**Run 1: cell outlines without signal wires**

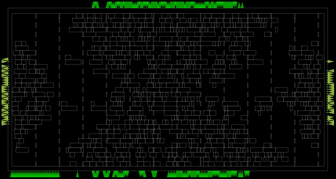
**Run 1: nets reached from selected ports**

Scale bar: 50 um.
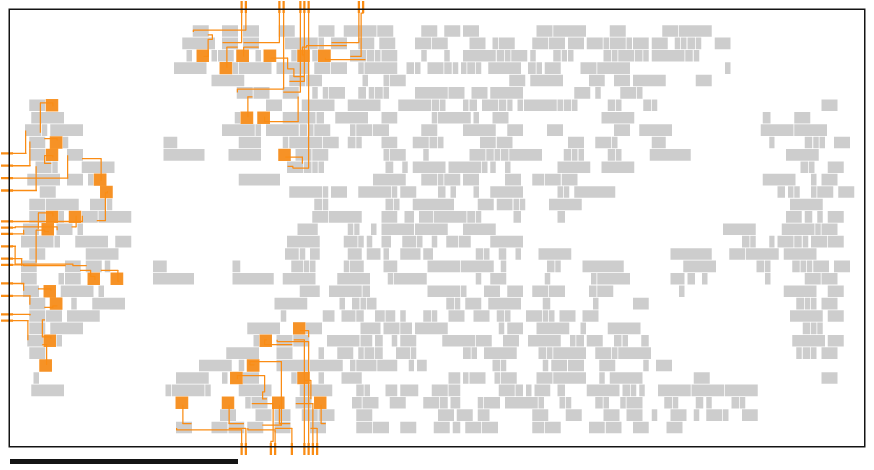
**Run 1: wire density map**

37 x 19 tiles, from dark blue (low) to red (high), scaled to the fullest tile. Values are wire area over tile area, all layers added.
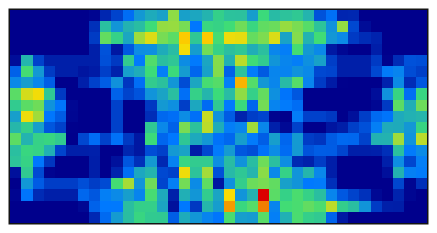
<file path="config.mk">
export PLATFORM = sky130hd
export DESIGN_NAME = dmem_ctrl
export DESIGN_NICKNAME = d
export VERILOG_FILES = /design/src/rtl/dmem_ctrl_pkg.sv /design/src/rtl/dmem_align_chk.sv /design/src/rtl/dmem_ctrl.sv
export SDC_FILE = /design/constraint.sdc
export NUM_CORES = 1
export LEC_CHECK = 0
export CORE_ASPECT_RATIO = 0.5
export CORE_MARGIN = 2
export CORE_UTILIZATION = 24
export DETAILED_ROUTE_END_ITERATION = 16
export PLACE_DENSITY = 0.6
export RECOVER_POWER = 25
export SLEW_MARGIN = 20
export SYNTH_ARGS = -nofsm -noshare
export SYNTH_HDL_FRONTEND = slang
export SYNTH_SLANG_ARGS = --single-unit
</file>
<file path="constraint.sdc">
create_clock -name i_clk -period 3.8 [get_ports i_clk]
set_clock_uncertainty 0.05 [all_clocks]
set_input_delay 0.76 -clock i_clk [delete_from_list [all_inputs] [get_ports i_clk]]
set_output_delay 0.76 -clock i_clk [all_outputs]
set_load 0.02 [all_outputs]
</file>
<file path="src/rtl/dmem_ctrl_pkg.sv">
// Shared types and helpers for the memory-stage bus controller.
// Access-size decode and misalignment rule live here for reuse by trap logic.
package dmem_ctrl_pkg;

  typedef enum logic [1:0] {
    S_IDLE = 2'd0,
    S_REQ  = 2'd1,
    S_WAIT = 2'd2,
    S_DONE = 2'd3
  } state_t;

  localparam logic [2:0] F3_LB  = 3'b000;
  localparam logic [2:0] F3_LH  = 3'b001;
  localparam logic [2:0] F3_LW  = 3'b010;
  localparam logic [2:0] F3_LBU = 3'b100;
  localparam logic [2:0] F3_LHU = 3'b101;
  localparam logic [2:0] F3_SB  = 3'b000;
  localparam logic [2:0] F3_SH  = 3'b001;
  localparam logic [2:0] F3_SW  = 3'b010;

  // funct3[1:0] encodes size for loads and stores alike
  function automatic logic misalign(
    input logic [2:0] f3,
    input logic [1:0] lo
  );
    logic w_half;
    logic w_word;
    w_half = (f3[1:0] == 2'b01);
    w_word = (f3[1:0] == 2'b10);
    return (w_half & lo[0]) | (w_word & (lo != 2'b00));
  endfunction

endpackage

</file>
<file path="src/rtl/dmem_align_chk.sv">
// Combinational misalignment detect for data-memory accesses.
// Bytes are never misaligned; halves need bit 0 clear, words bits 1:0 clear.
module dmem_align_chk
  import dmem_ctrl_pkg::*;
(
  input  logic [2:0] i_opsel,
  input  logic [1:0] i_addr_lo,
  output logic       o_misaligned
);

  assign o_misaligned = misalign(i_opsel, i_addr_lo);

endmodule

</file>
<file path="src/rtl/dmem_ctrl.sv">
// Memory-stage bus controller: single-outstanding req/ready/valid access
// to a multi-cycle data memory with pipeline stall and timeout abort.
module dmem_ctrl
  import dmem_ctrl_pkg::*;
#(
  parameter int TIMEOUT = 255,
  localparam int CNT_W  = $clog2(TIMEOUT + 1)
) (
  input  logic        i_clk,
  input  logic        i_rst,
  input  logic        i_req_valid,
  input  logic        i_req_ren,
  input  logic        i_req_wen,
  input  logic [2:0]  i_opsel,
  input  logic [31:0] i_addr_raw,
  input  logic [31:0] i_addr,
  input  logic [3:0]  i_mask,
  input  logic [31:0] i_wdata,
  output logic        o_stall,
  output logic [31:0] o_rdata,
  output logic        o_rvalid,
  output logic        o_misaligned,
  output logic        o_bus_err,
  output logic        o_mem_req,
  output logic        o_mem_wen,
  output logic [31:0] o_mem_addr,
  output logic [3:0]  o_mem_mask,
  output logic [31:0] o_mem_wdata,
  input  logic        i_mem_ready,
  input  logic        i_mem_valid,
  input  logic [31:0] i_mem_rdata
);

  state_t             r_state;
  state_t             w_state_nxt;
  logic               r_wen;
  logic [31:0]        r_addr;
  logic [3:0]         r_mask;
  logic [31:0]        r_wdata;
  logic [CNT_W-1:0]   r_cnt;
  logic [31:0]        r_rdata;
  logic               r_err;

  logic               w_align;
  logic               w_acc;
  logic               w_mis;
  logic               w_issue;
  logic               w_busy;
  logic               w_timeout;
  logic               w_done_ok;
  logic               w_abort;
  logic               w_unused;

  assign w_unused = ^i_addr_raw[31:2];

  dmem_align_chk u_align (
    .i_opsel      (i_opsel),
    .i_addr_lo    (i_addr_raw[1:0]),
    .o_misaligned (w_align)
  );

  assign w_acc     = i_req_valid & (i_req_ren | i_req_wen);
  assign w_mis     = w_acc & w_align;
  assign w_issue   = (r_state == S_IDLE) & w_acc & ~w_mis;
  assign w_busy    = (r_state == S_REQ) | (r_state == S_WAIT);
  assign w_timeout = (r_cnt == CNT_W'(TIMEOUT - 1));

  assign w_done_ok = ((r_state == S_REQ) & i_mem_ready & i_mem_valid)
                   | ((r_state == S_WAIT) & i_mem_valid);
  assign w_abort   = w_busy & ~w_done_ok & w_timeout;

  always_ff @(posedge i_clk) begin
    if (i_rst) begin
      r_state <= S_IDLE;
    end else begin
      r_state <= w_state_nxt;
    end
  end

  // completion beats timeout when both land in the same cycle
  always_comb begin
    w_state_nxt = r_state;
    unique case (r_state)
      S_IDLE: begin
        if (w_issue) w_state_nxt = S_REQ;
      end
      S_REQ: begin
        if (w_done_ok)        w_state_nxt = S_DONE;
        else if (w_timeout)   w_state_nxt = S_DONE;
        else if (i_mem_ready) w_state_nxt = S_WAIT;
      end
      S_WAIT: begin
        if (w_done_ok || w_timeout) w_state_nxt = S_DONE;
      end
      S_DONE: begin
        w_state_nxt = S_IDLE;
      end
      default: w_state_nxt = S_IDLE;
    endcase
  end

  always_comb begin
    o_mem_req = 1'b0;
    o_stall   = 1'b0;
    o_rvalid  = 1'b0;
    o_bus_err = 1'b0;
    unique case (r_state)
      S_IDLE: o_stall = w_issue;
      S_REQ: begin
        o_mem_req = 1'b1;
        o_stall   = 1'b1;
      end
      S_WAIT: o_stall = 1'b1;
      S_DONE: begin
        o_rvalid  = 1'b1;
        o_bus_err = r_err;
      end
      default: o_stall = 1'b0;
    endcase
    if (i_rst) o_stall = 1'b0;
  end

  always_ff @(posedge i_clk) begin
    if (i_rst) begin
      r_wen   <= 1'b0;
      r_addr  <= '0;
      r_mask  <= '0;
      r_wdata <= '0;
    end else if (w_issue) begin
      r_wen   <= i_req_wen;
      r_addr  <= i_addr;
      r_mask  <= i_mask;
      r_wdata <= i_wdata;
    end
  end

  always_ff @(posedge i_clk) begin
    if (i_rst) begin
      r_cnt <= '0;
    end else if (w_issue) begin
      r_cnt <= '0;
    end else if (w_busy) begin
      r_cnt <= r_cnt + CNT_W'(1);
    end
  end

  // stores return a zero word; aborts return zero with the error flag
  always_ff @(posedge i_clk) begin
    if (i_rst) begin
      r_rdata <= '0;
      r_err   <= 1'b0;
    end else if (w_done_ok) begin
      r_rdata <= r_wen ? 32'h0 : i_mem_rdata;
      r_err   <= 1'b0;
    end else if (w_abort) begin
      r_rdata <= '0;
      r_err   <= 1'b1;
    end
  end

  assign o_rdata      = r_rdata;
  assign o_misaligned = w_mis;
  assign o_mem_wen    = r_wen;
  assign o_mem_addr   = r_addr;
  assign o_mem_mask   = r_mask;
  assign o_mem_wdata  = r_wdata;

endmodule

</file>
==> results.toml, run 1 <==
# flow metrics
[run_status]
status = "finished, final reports clean"

[worst_setup_path]
critPathMaxStageDelay_ns = 0.63
crit_start = "i_addr_raw[0]"
worstSetupEndpointType = "output port"
critical_path.slowest_cell = "clkdlybuf4s50_1"
setup.worst_path.start_class = "input pin"
criticalPathCategory = "input pin to output port"
cp-endpoint = "o_stall"
worstPathCellList = "dlygate4sd3_1 > o21ai_1 > o211ai_1 > nor2_4 > nor2_1 > nor3_1 > clkdlybuf4s50_1"
worst_r2r_endpoint = "o_rdata[23]$_SDFFE_PP0P_"
setup.reg_to_reg.worst_slack_ns = 1.08
timing.critical_path.fanout_max = 3
critPathArrivalTime_ns = 2.63
worst-r2r-cell-count = 8

[grt]
grt_antenna_before_repair = 0
grt_pass1_wl_mm = 18.7
grt_max_degree = 80
grt_pass1_vias = 3608

[placed_design]
io_buffer_count = 216
globalplace.congestion = 0.721
hpwlAfterDp_mm = 8.54

[yosys]
postSynthRegisterBits = 112
netlist_top_cells_area = "dfxtp_1 56%, nand2_1 13%, a21oi_1 9.0%"
synth-main-ff-cell = "dfxtp_1"
synth_warnings = 0
yosysSeqAreaShare_pct = 55.5
syn-cell-area_um2 = 4040
synthArstFlopShare_pct = 0
gate_count_of_the_mapped_netlist = 485
synth-cells-yosys = 485
synthTopCellsByCount = "142 x nand2_1, 112 x dfxtp_1, 73 x a21oi_1"
top_area_share_pct = 55.5
yosys-stat-area_um2 = 4040
synth_dominant_cell_count = "nand2_1"
synth_area_per_cell_um2 = 8.32
synth-edff-count = 0

[job]
number_of_warning_messages_in_the_logs = 61
max_cap_viol_count = 0

[cts]
clock_insertion_delay_worst_skew_ns = 0.35
clkTransAtPathRegs_ns = 0.07
cts.repair_timing.setup_buffer_count = 0
cts.sink_count = 112
cts_hold_buffers = 0
cts_resized = 0
cts_tree = "done"
clock-root-buffer = "clkbuf_16"
cts-root-to-sink-buffers = 2
num_cts_buffers = 9
cts_htree_levels = 3

[timing]
setup_repair_after_global_routing_missed_its_margin = "false"
fin_crit_sh_pct = 90.6
finalSetupViolations = 0
worst_slew_margin_rel_pct = 1.49
period_needed_ns = 3.44
final-hold-violation-count = 0
maximum_clock_frequency_mhz = 291
setup-tns-final_ns = 0

[power]
max-vdd-ir-drop_uv = 227
static-leakage-power_nw = 2.45

[floorplan]
row_count = 33
floorplanUtilization_pct = 24.6
die_width_um = 187
core_region_area_um2 = 16400
ios = 248
floorplan.die.height_um = 95.7

[drt]
route.antenna.remaining_nets = 0
drt_pass1_iterations = 4
avgViaCountPerCell = 4.28
via_count = 3913
post-route-drc-count = 0

[final_layout]
insertedDiodeCount = 0
fraction_of_layout_cells_with_a_size_suffix_above_1_pct = 4.08
fin_nets = 831

[worst_hold_path]
hold_path_class = "flop to flop"
-- 'cell outlines without signal wires' (at the start) --
number of tap instances: 227
final std cells w/o fill: 914
flop share of the area: 33.6%

-- 'nets reached from selected ports' (at the start) --
Key: i_mem_rdata = orange [bits 32, direction input, edge 14 left, 9 top, 9 bottom, end cells 32, wire 680 um]

-- 'wire density map' (at the start) --
The mean over all tiles is 0.11. 13% of the tiles are over half the peak. 22% of the tiles are nearly empty. The fullest tile reaches 0.44. The densest ninth of the die: top middle.
total global-route track usage: 13.1%
wire per inst: 13.4 um
DRT Wirelength: 12.2 mm

-- run 1: layer usage --
layer	up-vias	wire length [um]	part of all wire, %	global-route usage (%)
li1	1992	-	-	-
met1	1807	5100	42	14.9
met2	92	6310	52	23.9
met3	22	543	4.4	4.01
met4	0	283	2.3	4.79
met5	-	0	0	0
-- run 1: final cells by class --
type,instances,area [um^2]
sequential,112,2240
inverter,6,22.5
timing repair buffer,222,2200
fill,1685,9760
clock buffer,10,239
clock inverter,5,40.0
multi-input combinational,332,1640
tap,227,284
-- run 1: kinds of logic after synthesis --
kind of cell	after synthesis	synth area share [%]
AND/OR/NAND/NOR	204	20.1
flip-flops	112	55.5
XOR/XNOR	7	1.52
AND-OR/OR-AND	114	16.6
adder cells (fa/ha/maj)	6	1.86
multiplexers	1	0.248
buffers and inverters	41	4.09
-- run 1: metrics by stage --
step	std cells	hold slack, ns	area [um^2]	setup slack (ns)	power [mW]
floorplan	485	0.428	4040	0.901	2.05
global placement	899	0.392	6400	0.500	2.57
detailed placement	899	0.396	6400	0.482	2.58
CTS	914	0.406	6680	0.481	3.52
global route	914	0.414	6670	0.227	3.65
finish	914	0.401	6670	0.358	3.43
-- run 1: where the power goes --
group | internal [mW] | total [mW] | switching [mW]
clock network | 0.466 | 0.902 | 0.437
registers | 1.33 | 1.40 | 0.0788
logic | 0.513 | 1.13 | 0.612
-- run 1: state kept, by name (all words and copies together), names as in the netlist --
name	flops
o_mem_addr	32
o_mem_mask	4
o_mem_wdata	32
o_mem_wen	1
o_rdata	32
r_cnt	8
r_err	1
r_state	2
-- run 1: cell usage in the layout (no fill, tap or decap), drive strengths merged, types with 2 or more instances in the layout --
master / instances
a21o: 2
clkbuf: 11
xor2: 5
a22oi: 32
nand2: 142
buf: 6
and2: 3
nor3: 2
o21ai: 2
xnor2: 2
ha: 6
clkdlybuf4s50: 193
or2: 2
nor2: 46
inv: 8
dfxtp: 112
a21oi: 73
dlygate4sd3: 22
clkinv: 3
nand4: 3
-- run 1: worst max-delay path, delay by kind of cell --
family | cells | cell delay (ns)
compound gates | 2 | 0.37
buf+inv | 2 | 1.19
simple gates | 3 | 0.31
-- run 1: worst min path at each step --
stage | from | end | depth (start not counted) | slack (ns)
6_report | o_mem_addr[12]$_SDFFE_PP0P_ | o_mem_addr[12]$_SDFFE_PP0P_ | 2 | 0.40
2_1_floorplan | r_err$_SDFFE_PP0P_ | r_err$_SDFFE_PP0P_ | 2 | 0.43
3_5_place_dp | o_mem_wdata[23]$_SDFFE_PP0P_ | o_mem_wdata[23]$_SDFFE_PP0P_ | 2 | 0.40
4_1_cts | o_mem_mask[0]$_SDFFE_PP0P_ | o_mem_mask[0]$_SDFFE_PP0P_ | 2 | 0.41
3_3_place_gp | o_mem_wdata[10]$_SDFFE_PP0P_ | o_mem_wdata[10]$_SDFFE_PP0P_ | 2 | 0.39
5_1_grt | o_mem_mask[0]$_SDFFE_PP0P_ | o_mem_mask[0]$_SDFFE_PP0P_ | 2 | 0.41
==> inputs of run 2 (changes only) <==
--- a/config.mk
+++ b/config.mk
@@ -5,6 +5,7 @@
 export SDC_FILE = /design/constraint.sdc
 export NUM_CORES = 1
 export LEC_CHECK = 0
+export ABC_CLOCK_PERIOD_IN_PS = 3800
 export CORE_ASPECT_RATIO = 0.5
 export CORE_MARGIN = 2
 export CORE_UTILIZATION = 24
**Run 2: wire density map**

37 x 19 tiles, from dark blue (low) to red (high), scaled to the fullest tile. Values are wire area over tile area, all layers added.
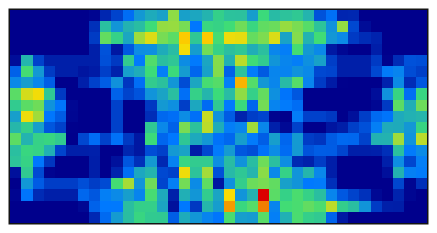
22% of the tiles are nearly empty. The fullest tile reaches 0.44. The mean over all tiles is 0.11.

==> results.toml, run 2 <==
# flow metrics
[timing]
worst_slew_margin_rel_pct = 1.49
period_needed_ns = 3.44
setup_repair_after_global_routing_missed_its_margin = "false"
fin_crit_sh_pct = 90.6
timing_worst_slew_pin_value_ns = 1.48
setup-tns-final_ns = 0
maximum_clock_frequency_mhz = 291
final-max-slew-violation-count = 0
postLayoutSetupSlackWorst_ns = 0.358
finalSetupViolations = 0
final-hold-violation-count = 0

[grt]
overflow = 0
grt_pass1_vias = 3608
grt_use_total_pct = 13.1
grt_pass1_wl_mm = 18.7
grt_antenna_before_repair = 0
grt_max_degree = 80

[yosys]
synth_area_per_cell_um2 = 8.32
synth-edff-count = 0
netlist_top_cells_area = "dfxtp_1 56%, nand2_1 13%, a21oi_1 9.0%"
synth-main-ff-cell = "dfxtp_1"
synthArstFlopShare_pct = 0
floorplan.nets = 633
number_of_different_library_cells_in_the_post_synthesis_netlist = 33
yosys-stat-area_um2 = 4040
synthTopCellsByCount = "142 x nand2_1, 112 x dfxtp_1, 73 x a21oi_1"
syn-cell-area_um2 = 4040
synth-cells-yosys = 485
yosysSeqAreaShare_pct = 55.5
gate_count_of_the_mapped_netlist = 485
top_area_cell = "dfxtp_1"
synth_dominant_cell_count = "nand2_1"
top_area_share_pct = 55.5
synth_warnings = 0
postSynthRegisterBits = 112

[final_layout]
fin_nets = 831
fraction_of_layout_cells_with_a_size_suffix_above_1_pct = 4.08
final_common_cell = "clkdlybuf4s50_1"
areaGrowthSynthToFinish_pct = 65.3
filler_cell_count = 1685
insertedDiodeCount = 0
finish.utilization_pct = 40.6
most-common-layout-cells = "193 x clkdlybuf4s50_1, 142 x nand2_1, 112 x dfxtp_1"

[cts]
cts.repair_timing.setup_buffer_count = 0
cts_hold_buffers = 0
clkTransAtPathRegs_ns = 0.07
clock-root-buffer = "clkbuf_16"
num_cts_buffers = 9
cts_tree = "done"
cts.sink_count = 112
cts-root-to-sink-buffers = 2
cts_htree_levels = 3
clock_insertion_delay_worst_skew_ns = 0.35
cts_resized = 0

[worst_setup_path]
critPathArrivalTime_ns = 2.63
reg2reg_from = "r_state[1]$_SDFFE_PP0P_"
timing.critical_path.required_ns = 2.99
worstSetupEndpointType = "output port"
setup.reg_to_reg.worst_slack_ns = 1.08
setup.worst_path.start_class = "input pin"
worst-r2r-cell-count = 8
worst_r2r_endpoint = "o_rdata[23]$_SDFFE_PP0P_"
timing.critical_path.fanout_max = 3
criticalPathCategory = "input pin to output port"

[worst_hold_path]
whs_endpoint = "o_mem_addr[12]$_SDFFE_PP0P_"
holdPathStages = 2
hold_path_class = "flop to flop"
min-delay-start = "o_mem_addr[12]$_SDFFE_PP0P_"

[placed_design]
io_buffer_count = 216
place_worst_setup_slack_ns = 0.482
hpwlAfterDp_mm = 8.54
globalplace.congestion = 0.721

[job]
number_of_warning_messages_in_the_logs = 61
max_cap_viol_count = 0

[power]
static-leakage-power_nw = 2.45
max-vdd-ir-drop_uv = 227
power-per-cell-area_nw_per_um2 = 514

[drt]
avgViaCountPerCell = 4.28
route.antenna.remaining_nets = 0
drt_wirelength_mm = 12.2
drt_pass1_iterations = 4
wire_per_inst_um = 13.4
via_count = 3913
post-route-drc-count = 0
drtIter0Drc = 138

[floorplan]
ios = 248
row_count = 33
die_width_um = 187
core_region_area_um2 = 16400
die_area_um2 = 17900
floorplan.die.height_um = 95.7
floorplanUtilization_pct = 24.6

[run_status]
status = "finished, final reports clean"
## run 2: how the worst max path moves through the flow
stage	endpoint	cells after the start	start
after global routing	o_stall	7	i_addr_raw[0]
after detailed placement	o_stall	7	i_addr_raw[0]
after CTS	o_stall	7	i_addr_raw[0]
after floorplan	o_stall	6	i_addr_raw[0]
after global placement	o_stall	7	i_req_wen
final	o_stall	7	i_addr_raw[0]
## run 2: critical path: stages
cell             delay, ns
dlygate4sd3_1         0.56
o21ai_1               0.19
o211ai_1              0.18
nor2_4                0.13
nor2_1                0.04
nor3_1                0.14
clkdlybuf4s50_1       0.63
## run 2: metrics by stage
| stage | std cells | power (mW) | cell area [um^2] | hold slack [ns] |
|---|---|---|---|---|
| after floorplan | 485 | 2.05 | 4040 | 0.428 |
| after global placement | 899 | 2.57 | 6400 | 0.392 |
| after detailed placement | 899 | 2.58 | 6400 | 0.396 |
| after CTS | 914 | 3.52 | 6680 | 0.406 |
| after global routing | 914 | 3.65 | 6670 | 0.414 |
| final | 914 | 3.43 | 6670 | 0.401 |
## run 2: layer usage
layer	vias to the layer above	wire length, um	track usage, %	part of all wire, %
met4	0	283	4.79	2.3
met2	92	6310	23.9	52
met5	-	0	0	0
li1	1992	-	-	-
met3	22	543	4.01	4.4
met1	1807	5100	14.9	42
## run 2: layout make-up
type	instances	area [um^2]	share of cell area, %
Timing Repair Buffer	222	2200	33.0
Multi-Input combinational cell	332	1640	24.6
Inverter	6	22.5	0.338
Clock buffer	10	239	3.58
Tap cell	227	284	4.26
Sequential cell	112	2240	33.6
Clock inverter	5	40.0	0.600
## run 2: logic make-up (layout without fill, tap and decap cells)
group / count (synthesis) / in the layout / share of synthesized area (%)
simple gates: 204 / 204 / 20.1
compound gates: 114 / 114 / 16.6
flops: 112 / 112 / 55.5
buf+inv: 41 / 243 / 4.09
xor+xnor: 7 / 7 / 1.52
fa+ha+maj: 6 / 6 / 1.86
mux: 1 / 1 / 0.248
## run 2: power by group
part,leakage (nW),switching [mW],internal [mW]
combinational,1.40,0.612,0.513
clock,0.139,0.437,0.466
sequential,0.911,0.0788,1.33
No activity file was given, so power comes from the tool's default toggle rates.
